==> config.mk <==
export PLATFORM = sky130hd
export DESIGN_NAME = screen_sequencer
export DESIGN_NICKNAME = d
export VERILOG_FILES = /design/src/rtl/screen_sequencer.sv
export SDC_FILE = /design/constraint.sdc
export NUM_CORES = 1
export LEC_CHECK = 0
export CAP_MARGIN = 20
export CELL_PAD_IN_SITES_DETAIL_PLACEMENT = 0
export CELL_PAD_IN_SITES_GLOBAL_PLACEMENT = 1
export CORE_ASPECT_RATIO = 1.75
export CORE_MARGIN = 2
export CORE_UTILIZATION = 32
export DETAILED_ROUTE_END_ITERATION = 10
export PLACE_DENSITY = 0.86
export RECOVER_POWER = 25
export SLEW_MARGIN = 10
export SYNTH_ARGS = -nofsm -noshare
export SYNTH_HDL_FRONTEND = slang
export SYNTH_SLANG_ARGS = --single-unit
export TNS_END_PERCENT = 100
==> constraint.sdc <==
create_clock -name clk -period 2.1 [get_ports clk]
set_input_delay 0.42 -clock clk [delete_from_list [all_inputs] [get_ports clk]]
set_output_delay 0.42 -clock clk [all_outputs]
set_load 0.01 [all_outputs]
Cell classes on the final placement:
Fill, decap, tap and diode cells in grey.
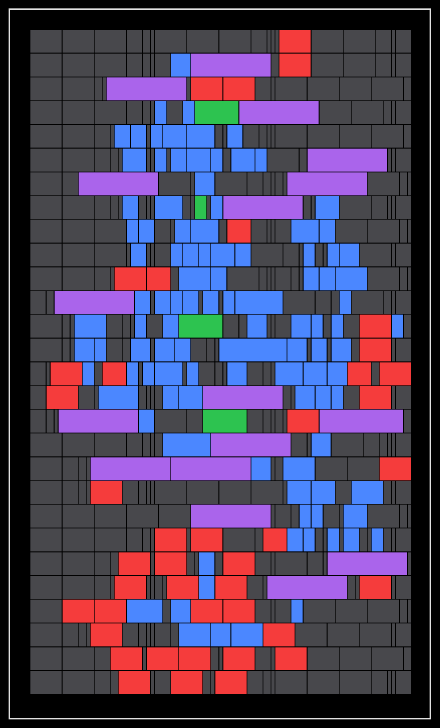
Key: blue = combinational and other logic [cells 105]; red = other buffers and delay cells [cells 42]; green = clock drivers and dummy loads [cells 4]; purple = flops [cells 17]
Layout Cell Area excl Fill: 1580 sq um
final core occ: 0.474
area of the core region: 3330 sq um
sequential cell area share: 0.270

Clock distribution:
Scale bar: 10 um.
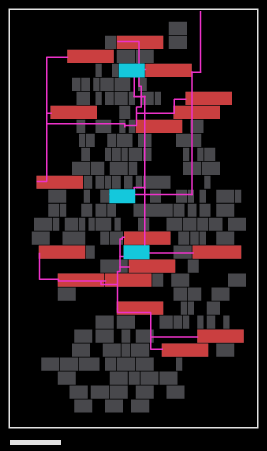
Key: magenta = clock wires [length 266 um]; cyan = clock drivers [count 3]; red = flip-flops [count 17]
There are 4 routed clock nets.
skew final: 1.39 ps
clk ins delay skew pair: 250 ps

==> flow_metrics.tcl <==
# place-and-route summary
set metrics [dict create \
    postSynthAreaPerCell_sq_um 8.49 \
    timing_worst_slew_pin_value_ps 656 \
    rsz_0062_raised_after_global_routing "false" \
    grt_remaining_overflow 0 \
    worst_r2r_path_depth 6 \
    routed_wire_per_std_cell_um 14.5 \
    routed_wl_mm 3.09 \
    worst_path_cell_chain "ha_1 -> nand2_1 -> nor4b_2 -> a311oi_2 -> or3_1 -> o31ai_1" \
    grt_pass1_vias 1162 \
    power.share.combinational 0.092 \
    number_of_tap_cells_added_at_floorplan 45 \
    groute.layer.met2.usage 0.291 \
    intPower_w 0.000509 \
    swShare 0.198 \
    critPathMaxFanout 6 \
    io_buffer_count 37 \
    mappedNetlistNets 156 \
    ant_cells 0 \
    synth_stat.cells 128 \
    yosys.cell_types.count 39 \
    run_status "completed" \
    postSynthRegisterBits 17 \
    met1Wirelength_mm 1.15 \
    report.power.total_w 0.000635 \
    setup.worst_path.start_class "flop" \
    cp_top_family "simple AND/OR/NAND/NOR gates" \
    powerComb_w 0.0000586 \
    clock_sink_count 17 \
    mean_number_of_vias_per_cell 5.53 \
    biggestCellCategory "multi-input combinational cells" \
    layout.cells.most_common_list "35 x clkdlybuf4s50_1, 16 x nand2_1, 16 x dfrtp_1, 11 x nor2_1, 11 x a21oi_1" \
    worst_slack_ps 128 \
    post_cts.repair.setup_buffers 0 \
    cts_root_buffer "clkbuf_8" \
    maximum_ir_drop_on_the_vdd_rail_mv 0.297 \
    synth.cellmix.xorXnorShare 0.0161 \
    fin_setup_tns_ps 0 \
    crit_arrival_ps 2130 \
    postRouteAntennaNets 0 \
    signal_buffer_area_fraction 0.258 \
    netlist_top_cells_count "16 x dfrtp_1, 16 x nand2_1, 11 x a21oi_1, 11 x nor2_1, 8 x o21ai_0" \
    critical_path_cell_count 6 \
    maxClockFrequency_mhz 507 \
    n_fill_cell 344 \
    simple_gate_area_share 0.254 \
    dp.final_hpwl_mm 2.37 \
    p_clk_w 0.000245 \
    final_hold_viol_count 0 \
    layout_top_cell "clkdlybuf4s50_1" \
    drv_cap 0 \
    nFlopsAndLatches 17 \
    finish.net_count 197 \
    area_growth_syn_to_layout_pct 45.2 \
    stage_log_warnings 27 \
    clk_share 0.0285 \
    dpl_worst_slack_ps 180 \
    placed_cells 209 \
    synth.top_cell.area_share 0.368 \
]
